`src/rtl/apb_requester.sv`:
```
// APB4 requester: converts single-beat valid/ready requests into APB setup/access
// transfers and returns read data, slave error or timeout on a valid/ready response port.
module apb_requester #(
    parameter int ADDR_WIDTH = 16,
    parameter int DATA_WIDTH = 32,
    parameter int TIMEOUT    = 1024
) (
    input  logic                  clk,
    input  logic                  rst,

    input  logic                  req_valid_i,
    output logic                  req_ready_o,
    input  logic                  req_write_i,
    input  logic [ADDR_WIDTH-1:0] req_addr_i,
    input  logic [DATA_WIDTH-1:0] req_wdata_i,
    input  logic [3:0]            req_wstrb_i,

    output logic                  resp_valid_o,
    input  logic                  resp_ready_i,
    output logic [DATA_WIDTH-1:0] resp_rdata_o,
    output logic                  resp_err_o,
    output logic                  resp_timeout_o,

    output logic                  apb_psel_o,
    output logic                  apb_penable_o,
    output logic                  apb_pwrite_o,
    output logic [ADDR_WIDTH-1:0] apb_paddr_o,
    output logic [DATA_WIDTH-1:0] apb_pwdata_o,
    output logic [3:0]            apb_pstrb_o,
    input  logic                  apb_pready_i,
    input  logic [DATA_WIDTH-1:0] apb_prdata_i,
    input  logic                  apb_pslverr_i
);

    if (DATA_WIDTH != 32) begin : g_bad_data_width
        $error("apb_requester: only DATA_WIDTH = 32 is supported");
    end

    localparam int CNT_W = (TIMEOUT > 1) ? $clog2(TIMEOUT) : 1;
    localparam logic [CNT_W-1:0] CNT_LAST = (TIMEOUT > 0) ? CNT_W'(TIMEOUT - 1) : '0;

    typedef enum logic [1:0] {
        IDLE   = 2'd0,
        SETUP  = 2'd1,
        ACCESS = 2'd2,
        RESP   = 2'd3
    } state_e;

    state_e state_q, state_d;

    logic                  req_ready_q,   req_ready_d;
    logic                  psel_q,        psel_d;
    logic                  penable_q,     penable_d;
    logic                  pwrite_q,      pwrite_d;
    logic [ADDR_WIDTH-1:0] paddr_q,       paddr_d;
    logic [DATA_WIDTH-1:0] pwdata_q,      pwdata_d;
    logic [3:0]            pstrb_q,       pstrb_d;
    logic                  resp_valid_q,  resp_valid_d;
    logic [DATA_WIDTH-1:0] resp_rdata_q,  resp_rdata_d;
    logic                  resp_err_q,    resp_err_d;
    logic                  resp_timeout_q, resp_timeout_d;
    logic [CNT_W-1:0]      cnt_q,         cnt_d;

    logic accept;
    logic timeout_hit;

    assign accept      = (state_q == IDLE) && req_valid_i && req_ready_q;
    // A pready arriving on the final allowed cycle takes priority over the abort.
    assign timeout_hit = (TIMEOUT != 0) && (state_q == ACCESS) && !apb_pready_i
                         && (cnt_q == CNT_LAST);

    // State register
    // NOTE: sequential state uses non-blocking assignments so every flop samples pre-edge values.
    always_ff @(posedge clk or posedge rst) begin
        if (rst) begin
            state_q <= IDLE;
        end else begin
            state_q <= state_d;
        end
    end

    // Next-state logic
    // NOTE: every combinational output gets a default first, so no path can infer a latch.
    always_comb begin
        state_d = state_q;
        unique case (state_q)
            IDLE:   if (accept)                        state_d = SETUP;
            SETUP:                                     state_d = ACCESS;
            ACCESS: if (apb_pready_i || timeout_hit)   state_d = RESP;
            RESP:   if (resp_ready_i)                  state_d = IDLE;
            default:                                   state_d = IDLE;
        endcase
    end

    // Output logic: all outputs are registered, computed from the upcoming state
    always_comb begin
        req_ready_d = (state_d == IDLE);
        psel_d      = (state_d == SETUP) || (state_d == ACCESS);
        penable_d   = (state_d == ACCESS);

        pwrite_d = pwrite_q;
        paddr_d  = paddr_q;
        pwdata_d = pwdata_q;
        pstrb_d  = pstrb_q;
        if (accept) begin
            pwrite_d = req_write_i;
            paddr_d  = req_addr_i;
            pwdata_d = req_write_i ? req_wdata_i : '0;
            pstrb_d  = req_write_i ? req_wstrb_i : '0;
        end else if (!psel_d) begin
            pwrite_d = 1'b0;
            paddr_d  = '0;
            pwdata_d = '0;
            pstrb_d  = '0;
        end

        resp_valid_d   = resp_valid_q;
        resp_rdata_d   = resp_rdata_q;
        resp_err_d     = resp_err_q;
        resp_timeout_d = resp_timeout_q;
        if ((state_q == ACCESS) && (state_d == RESP)) begin
            resp_valid_d = 1'b1;
            if (apb_pready_i) begin
                resp_err_d     = apb_pslverr_i;
                resp_timeout_d = 1'b0;
                resp_rdata_d   = (!pwrite_q && !apb_pslverr_i) ? apb_prdata_i : '0;
            end else begin
                resp_err_d     = 1'b1;
                resp_timeout_d = 1'b1;
                resp_rdata_d   = '0;
            end
        end else if (state_d != RESP) begin
            resp_valid_d   = 1'b0;
            resp_rdata_d   = '0;
            resp_err_d     = 1'b0;
            resp_timeout_d = 1'b0;
        end

        cnt_d = cnt_q;
        if (state_q == SETUP) begin
            cnt_d = '0;
        end else if ((state_q == ACCESS) && !apb_pready_i) begin
            cnt_d = cnt_q + CNT_W'(1);
        end
    end

    always_ff @(posedge clk or posedge rst) begin
        if (rst) begin
            req_ready_q    <= 1'b0;
            psel_q         <= 1'b0;
            penable_q      <= 1'b0;
            pwrite_q       <= 1'b0;
            paddr_q        <= '0;
            pwdata_q       <= '0;
            pstrb_q        <= '0;
            resp_valid_q   <= 1'b0;
            resp_rdata_q   <= '0;
            resp_err_q     <= 1'b0;
            resp_timeout_q <= 1'b0;
            cnt_q          <= '0;
        end else begin
            req_ready_q    <= req_ready_d;
            psel_q         <= psel_d;
            penable_q      <= penable_d;
            pwrite_q       <= pwrite_d;
            paddr_q        <= paddr_d;
            pwdata_q       <= pwdata_d;
            pstrb_q        <= pstrb_d;
            resp_valid_q   <= resp_valid_d;
            resp_rdata_q   <= resp_rdata_d;
            resp_err_q     <= resp_err_d;
            resp_timeout_q <= resp_timeout_d;
            cnt_q          <= cnt_d;
        end
    end

    assign req_ready_o    = req_ready_q;
    assign resp_valid_o   = resp_valid_q;
    assign resp_rdata_o   = resp_rdata_q;
    assign resp_err_o     = resp_err_q;
    assign resp_timeout_o = resp_timeout_q;
    assign apb_psel_o     = psel_q;
    assign apb_penable_o  = penable_q;
    assign apb_pwrite_o   = pwrite_q;
    assign apb_paddr_o    = paddr_q;
    assign apb_pwdata_o   = pwdata_q;
    assign apb_pstrb_o    = pstrb_q;

endmodule
```
`config.mk`:
```
export PLATFORM = sky130hd
export DESIGN_NAME = apb_requester
export DESIGN_NICKNAME = d
export VERILOG_FILES = /design/src/rtl/apb_requester.sv
export SDC_FILE = /design/constraint.sdc
export NUM_CORES = 1
export LEC_CHECK = 0
export ABC_CLOCK_PERIOD_IN_PS = 3520
export CORE_AREA = 2 2 110 112
export CTS_BUF_LIST = sky130_fd_sc_hd__clkbuf_8
export CTS_CLUSTER_SIZE = 10
export DETAILED_ROUTE_END_ITERATION = 8
export DIE_AREA = 0 0 112 114
export PLACE_DENSITY = 0.74
export SLEW_MARGIN = 40
export SYNTH_ARGS = -nofsm -noshare
export SYNTH_HDL_FRONTEND = slang
export SYNTH_SLANG_ARGS = --single-unit
```
`constraint.sdc`:
```
create_clock -name clk -period 3.52 [get_ports clk]
set_input_delay 0.704 -clock clk [delete_from_list [all_inputs] [get_ports clk]]
set_output_delay 0.704 -clock clk [all_outputs]
set_load 0.01 [all_outputs]
```
**Run 1: met3 routing**

The bar under the picture is 20 um long.
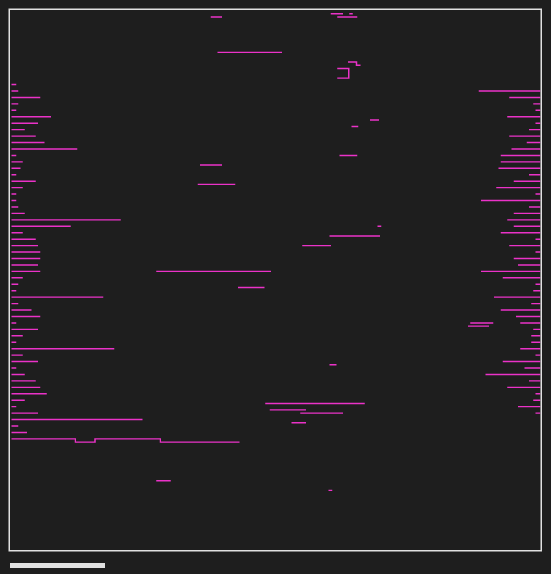
share of all routed wire	6.7%
nets with wire on the layer	122
main direction	horizontal
wire length on this layer	706 um

**Run 1: clock routing**

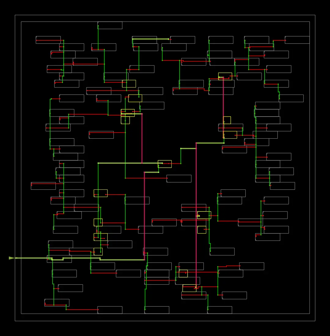
Clock Sinks: 103
flip-flop and latch count: 103
number of clock buffers in the layout: 10
Clk power: 0.716 mW

**Run 1: wiring heat map**

The bar under the picture is 20 um long. The die is cut into 22 by 23 equal tiles; dark blue is low, red is high, scaled to the fullest tile. Values are wire area over tile area, all layers added.
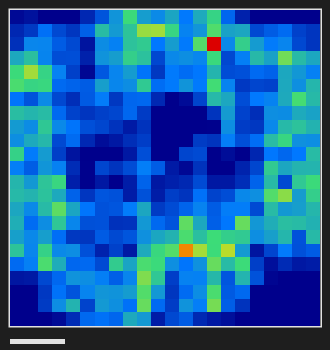
fullest tile	0.56
densest ninth of the die	south
emptiest ninth of the die	centre
total track usage: 0.168
final WL: 10.5 mm
via count: 3186

**Run 1: cells coloured by class**

Fill, decap, tap and diode cells in grey.
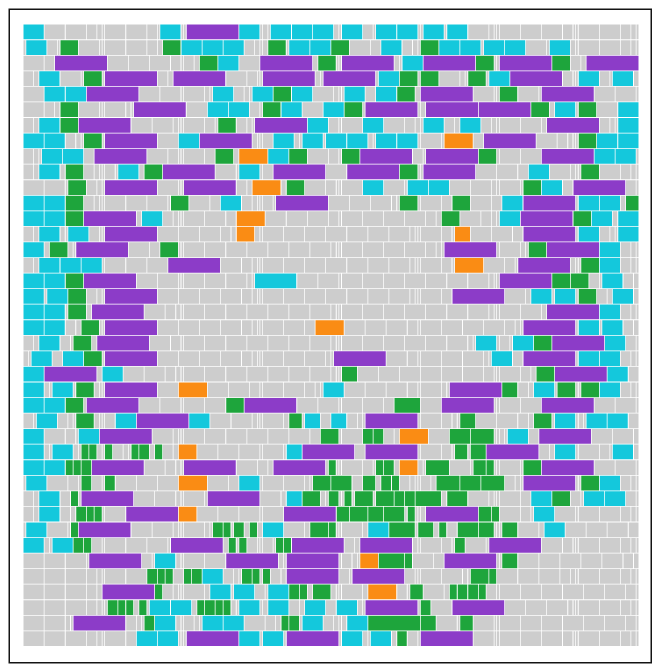
colour	class	cells
green	remaining logic cells	184
purple	registers	103
orange	clock drivers and dummy loads	16
cyan	remaining buffers and delay cells	186
final core occ: 0.521
design area: 0.00611 mm^2
row count: 40
core area: 0.0117 mm^2

==> flow_summary.json, run 1 <==
{
  "arrival_ps": 2940,
  "netSwitchingFraction": 0.357,
  "path_clk_slew_ps": 110,
  "port_buffers": 181,
  "syn-num-nets": 407,
  "cts_buffer_depth": 2,
  "cts_hold_buf": 0,
  "first_iter_violations": 196,
  "path_cells": "clkdlybuf4s50_1 > or3b_4 > o21a_1 > ha_1 > nor2b_2 > buf_4 > a22o_1",
  "synthCells": 312,
  "period_minus_slack_ps": 2670,
  "ys_area_mm2": 0.00396,
  "whs_endpoint": "cnt_q[8]$_DFFE_PP0P_",
  "fmax_ghz": 0.374,
  "worstSetupEndpoint": "apb_pwdata_o[13]$_DFFE_PP0P_",
  "slowest_delay_ps": 480,
  "cts_resized": 0,
  "wl_per_cell_um": 16.6,
  "vias_per_cell": 5.01,
  "ys_ff": 103,
  "design.die.area_mm2": 0.0128,
  "clockPowerShare": 0.224,
  "edf_count": 0,
  "leakage_nw": 2.66,
  "grt_setup_unrepaired": "false",
  "antenna_cells": 0,
  "num_io_pins": 182,
  "ff2ff_setup_slack_ps": 950,
  "power_density_mw_per_mm2": 524,
  "holdCritPathClass": "flip-flop to flip-flop",
  "hold_depth": 1,
  "first_pass_iters": 4,
  "cts-root-buf": "clkbuf_8",
  "warning_count": 28,
  "ir_drop_v": 0.000245,
  "die_y_um": 114,
  "yosys.stat.seqShare": 0.651,
  "syn_to_final_growth_pct": 54.3,
  "post_cts_buffers": 0,
  "p_sw_mw": 1.14,
  "antenna_found_initial": 0,
  "cp_data_required_time_ps": 3790,
  "worst_pin_slew_ps": 721,
  "cts_tree": "built",
  "drive_gt1_frac": 0.0552,
  "fin_skew_ps": 10.7,
  "grt-ovfl-total": 0,
  "finalHoldViolCount": 0,
  "drv_slew": 0,
  "p_comb_frac": 0.328,
  "fp_util": 0.338,
  "grt_start_max_net_pins": 57,
  "ys_types": 37,
  "synthFlopType": "dfrtp_1",
  "die_w_um": 112,
  "critPathLaunch": "apb_pready_i",
  "first_global_vias": 3280,
  "seqPwrFrac": 0.448,
  "ys_warn_count": 0,
  "syn_area_per_cell_um2": 12.7,
  "worstPathMaxFanout": 37,
  "dp_hpwl_mm": 7.36,
  "synth_area_mm2": 0.00396,
  "ys_async_sr_fraction": 1.00,
  "endpoint_kind": "flip-flop",
  "cap_violations": 0,
  "tns_ps": 0,
  "cts_buffers": 9,
  "reg2reg_to": "resp_rdata_o[17]$_DFFE_PP0P_",
  "grt_pass1_wl_mm": 17.1,
  "slowest_stage": "clkdlybuf4s50_1",
  "htree_levels": 3,
  "worstSetupPathType": "input port to flip-flop",
  "cp-start-kind": "input port",
  "intPower_mw": 2.06,
  "fin_crit_sh": 0.760,
  "ant_nets": 0,
  "clock_latency_ps": 370,
  "fin_nets": 579,
  "regToRegStartpoint": "cnt_q[3]$_DFFE_PP0P_",
  "gp_congestion": 0.762,
  "drc": 0,
  "status": "completed",
  "hp-start": "cnt_q[8]$_DFFE_PP0P_",
  "setup_violations": 0,
  "ys_cells": 312,
  "r2r_cells": 7,
  "relSlewSlack": 0.518
}
run 1: worst max-delay path: cells and delay by family:
kind,cells,cell delay [ps]
buffers and inverters,2,730
and+or+nand+nor,2,640
AOI/OAI and AO/OA,2,520
adders and majority gates,1,330
run 1: cell type report:
type,instances,area [um^2]
Clock buffer,10,138
Clock inverter,6,51.3
Fill cell,1011,5600
Inverter,7,28.8
Multi-Input combinational cell,177,1270
Sequential cell,103,2580
Tap cell,147,184
Timing Repair Buffer,186,1860
run 1: registers in the layout, indices dropped and copies added (netlist names), 2 cells and up:
name and cells:
resp_rdata_o 32, cnt_q 10, apb_pwdata_o 32, state_q 2
apb_pstrb_o 4, apb_paddr_o 16
run 1: stage by stage:
| stage | setup slack (ps) | area (um^2) | total power [mW] | hold WS [ps] | std cells |
|---|---|---|---|---|---|
| 4_1_cts | 875 | 6110 | 3.24 | 482 | 636 |
| 3_5_place_dp | 469 | 5920 | 2.51 | 470 | 620 |
| 2_1_floorplan | 112 | 3960 | 2.03 | 448 | 312 |
| 6_report | 846 | 6110 | 3.20 | 481 | 636 |
| 5_1_grt | 675 | 6110 | 3.41 | 521 | 636 |
| 3_3_place_gp | 384 | 5910 | 2.47 | 461 | 620 |
run 1: power groups by stage:
stage,clock [mW],combinational [mW],sequential [mW]
CTS,0.741,1.06,1.43
global placement,0,1.02,1.45
finish,0.716,1.05,1.43
global route,0.800,1.15,1.46
floorplan,0,0.576,1.46
detailed placement,0,1.05,1.46
run 1: logic make-up after synthesis:
group | synth area share
DFF | 0.651
and+or+nand+nor | 0.0771
muxes | 0.0101
adders and majority gates | 0.0126
AOI/OAI and AO/OA | 0.213
buffers and inverters | 0.0354
run 1: cell usage after synthesis (3+ instances only):
cell | instances | area share
dfrtp_1 | 103 | 0.65
a22o_1 | 68 | 0.15
nand2_1 | 38 | 0.036
o21ai_0 | 20 | 0.025
clkbuf_1 | 16 | 0.015
buf_2 | 7 | 0.0089
inv_1 | 7 | 0.0066
nand3_1 | 5 | 0.0063
ha_1 | 4 | 0.013
mux2i_1 | 4 | 0.010
o41ai_1 | 4 | 0.0089
and2_1 | 3 | 0.0047
o21a_1 | 3 | 0.0057
run 1: routing by layer:
metal / up-vias / wire [um] / GRT usage
met1: 1541 / 4750 / 0.229
met3: 16 / 705 / 0.0377
met5: - / 0 / 0
li1: 1485 / - / -
met4: 0 / 211 / 0.0715
met2: 144 / 4880 / 0.260
run 1: cell usage in the layout, fill, tap and decap left out, drive strengths merged, types with 2 or more instances in the layout:
master / netlist / layout
nor2: 2 / 2
a21oi: 2 / 2
nand2b: 2 / 2
ha: 4 / 4
nand4bb: 2 / 2
dfrtp: 103 / 103
a22o: 68 / 68
o21ai: 20 / 20
o311ai: 3 / 3
o21a: 3 / 3
and2: 3 / 3
nor2b: 2 / 2
clkbuf: 16 / 10
nand2: 38 / 38
mux2i: 4 / 4
clkdlybuf4s50: 0 / 181
nand3: 5 / 5
inv: 7 / 11
o41ai: 4 / 4
buf: 9 / 5
**Run 1: signal wires on met1**

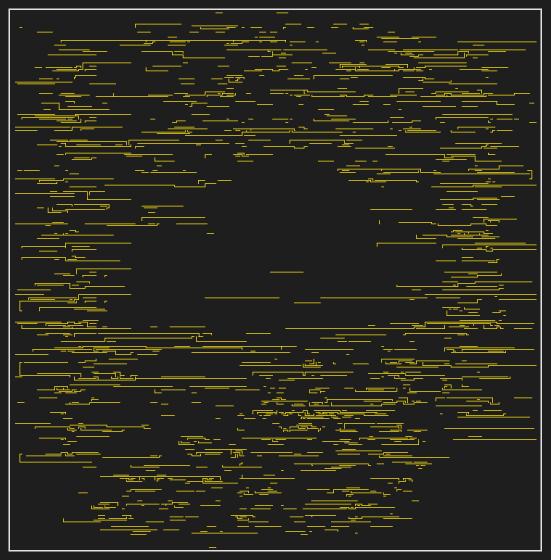

==> inputs of run 2 (changes only) <==
- ABC_CLOCK_PERIOD_IN_PS: 3520 -> 2550
- PLACE_DENSITY: 0.74 -> 0.71
- clock period: 3.52 -> 2.55 ns (I/O delays scaled with it)
**Run 2: signal wires on met1**

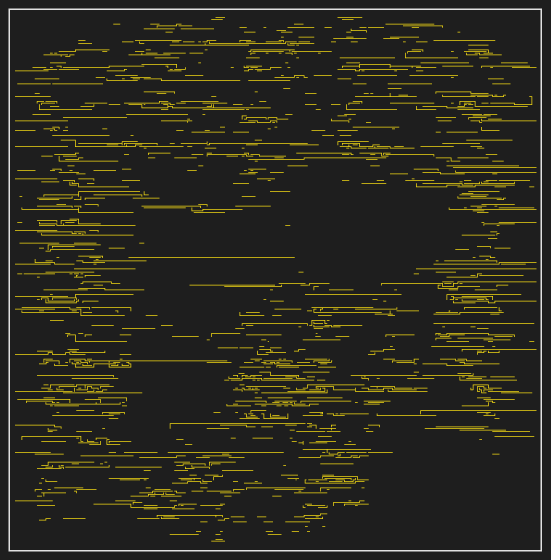
wire length on this layer	4540 um
main direction	horizontal
nets with wire on the layer	505

==> flow_summary.json, run 2 <==
{
  "compound_area_frac": 0.213,
  "cts_resized": 0,
  "arrival_ps": 2610,
  "largest_area_cell": "dfrtp_1",
  "yosysTopAreaCellShare": 0.651,
  "endpoint_kind": "flip-flop",
  "dpl_cell_area_mm2": 0.00602,
  "die_w_um": 112,
  "cp_data_required_time_ps": 2850,
  "design.die.area_mm2": 0.0128,
  "leakage_nw": 2.71,
  "grt_setup_unrepaired": "false",
  "hold_slack_ps": 480,
  "drive_gt1_frac": 0.0720,
  "worstPathMaxFanout": 16,
  "relSlewSlack": 0.531,
  "cp-start-kind": "flip-flop",
  "core_area_mm2": 0.0117,
  "edf_count": 0,
  "reg2reg_to": "resp_rdata_o[0]$_DFFE_PP0P_",
  "tns_ps": 0,
  "top_cell": "dfrtp_1",
  "syn_to_final_growth_pct": 57.0,
  "syn_area_per_cell_um2": 12.7,
  "worst_pin_slew_ps": 703,
  "ff2ff_setup_slack_ps": 240,
  "worstSetupPathType": "flip-flop to flip-flop",
  "synth.logic.top_family": "AND-OR/OR-AND gates",
  "pre_cts_slack_ps": -70.8,
  "die_y_um": 114,
  "post_cts_buffers": 0,
  "htree_levels": 3,
  "cts-root-buf": "clkbuf_8",
  "gp_congestion": 0.768,
  "cts_buffer_depth": 2,
  "grt_use_total": 0.162,
  "dp.cells": 630,
  "syn-num-nets": 407,
  "status": "completed",
  "first_global_vias": 3252,
  "regToRegStartpoint": "cnt_q[1]$_DFFE_PP0P_",
  "simple_gate_share": 0.0771,
  "port_buffers": 181,
  "antenna_cells": 0,
  "clock_latency_ps": 370,
  "numClockSinks": 103,
  "ys_area_mm2": 0.00396,
  "ys_cells": 312,
  "holdCritPathClass": "flip-flop to flip-flop",
  "yosys.stat.seqShare": 0.651,
  "ys_types": 37,
  "fin_crit_sh": 0.906,
  "cts_hold_buf": 0,
  "first_iter_violations": 160,
  "ys_top_cells_by_area": "dfrtp_1 (65%), a22o_1 (15%), nand2_1 (3.6%)",
  "first_pass_iters": 4,
  "hold_depth": 1,
  "mux_share": 0.0101,
  "drv_slew": 0,
  "rows": 40,
  "power_density_mw_per_mm2": 732,
  "ys_warn_count": 0,
  "worst_slack_ps": 240,
  "fin_skew_ps": 7.92,
  "path_clk_slew_ps": 90,
  "vias": 3205,
  "warning_count": 28,
  "fin_nets": 590,
  "routed_wl_mm": 10.3,
  "fin_util": 0.531,
  "period_minus_slack_ps": 2310,
  "drc": 0,
  "grt_pass1_wl_mm": 16.4,
  "ys_ff": 103,
  "cts_tree": "built",
  "fmax_ghz": 0.433,
  "cap_violations": 0,
  "cts_buffers": 9,
  "synthCells": 312,
  "fp_util": 0.338,
  "common_cells": "dfrtp_1 (103), a22o_1 (68), nand2_1 (38)",
  "grt-ovfl-total": 0
}
## run 2: cell counts after synthesis
Identical to the previous run, type by type.
## run 2: final cells by class
class / instances / area [um^2]
Clock buffer: 11 / 151
Sequential cell: 103 / 2580
Inverter: 7 / 30.0
Clock inverter: 5 / 32.5
Timing Repair Buffer: 196 / 1960
Fill cell: 1039 / 5500
Multi-Input combinational cell: 178 / 1280
Tap cell: 147 / 184
## run 2: logic make-up (layout without fill, tap and decap cells)
family,count (synthesis),count (layout)
adder cells (fa/ha/maj),4,4
buffers and inverters,32,219
multiplexers,4,4
AND/OR/NAND/NOR,62,63
AND-OR/OR-AND,107,107
flip-flops,103,103
## run 2: worst max-delay path by stage
| stage | endpoint | depth (start not counted) | slack [ps] | startpoint |
|---|---|---|---|---|
| after global placement | resp_rdata_o[22]$_DFFE_PP0P_ | 8 | -330 | req_valid_i |
| after CTS | resp_rdata_o[11]$_DFFE_PP0P_ | 8 | 180 | cnt_q[1]$_DFFE_PP0P_ |
| after floorplan | apb_pwdata_o[10]$_DFFE_PP0P_ | 10 | 10 | state_q[0]$_DFF_PP0_ |
| after detailed placement | apb_pwdata_o[11]$_DFFE_PP0P_ | 7 | -70 | apb_pready_i |
| after global routing | resp_rdata_o[1]$_DFFE_PP0P_ | 8 | 10 | cnt_q[1]$_DFFE_PP0P_ |
| final | resp_rdata_o[0]$_DFFE_PP0P_ | 8 | 240 | cnt_q[1]$_DFFE_PP0P_ |
## run 2: metal layers
metal | vias up | GRT usage | wire length, um
li1 | 1511 | - | -
met1 | 1545 | 0.207 | 4540
met5 | - | 0 | 0
met3 | 13 | 0.0574 | 723
met4 | 0 | 0.0561 | 147
met2 | 136 | 0.259 | 4910
## run 2: report_power, final
part	switching [mW]	leakage, nW	total, mW	internal (mW)
logic	0.878	1.20	1.64	0.766
clock network	0.534	0.0932	0.940	0.407
registers	0.148	1.42	1.96	1.81
total	1.56	2.71	4.55	2.99
## run 2: critical path, stage by stage (launching register included)
cell and delay (ps):
dfrtp_1 400, ha_1 230, nand2_1 70, nor3_1 280, o21a_1 180, ha_1 170, nand4bb_1 290, nor2_4 440
a22o_1 200
No activity file was given, so power comes from the tool's default toggle rates.
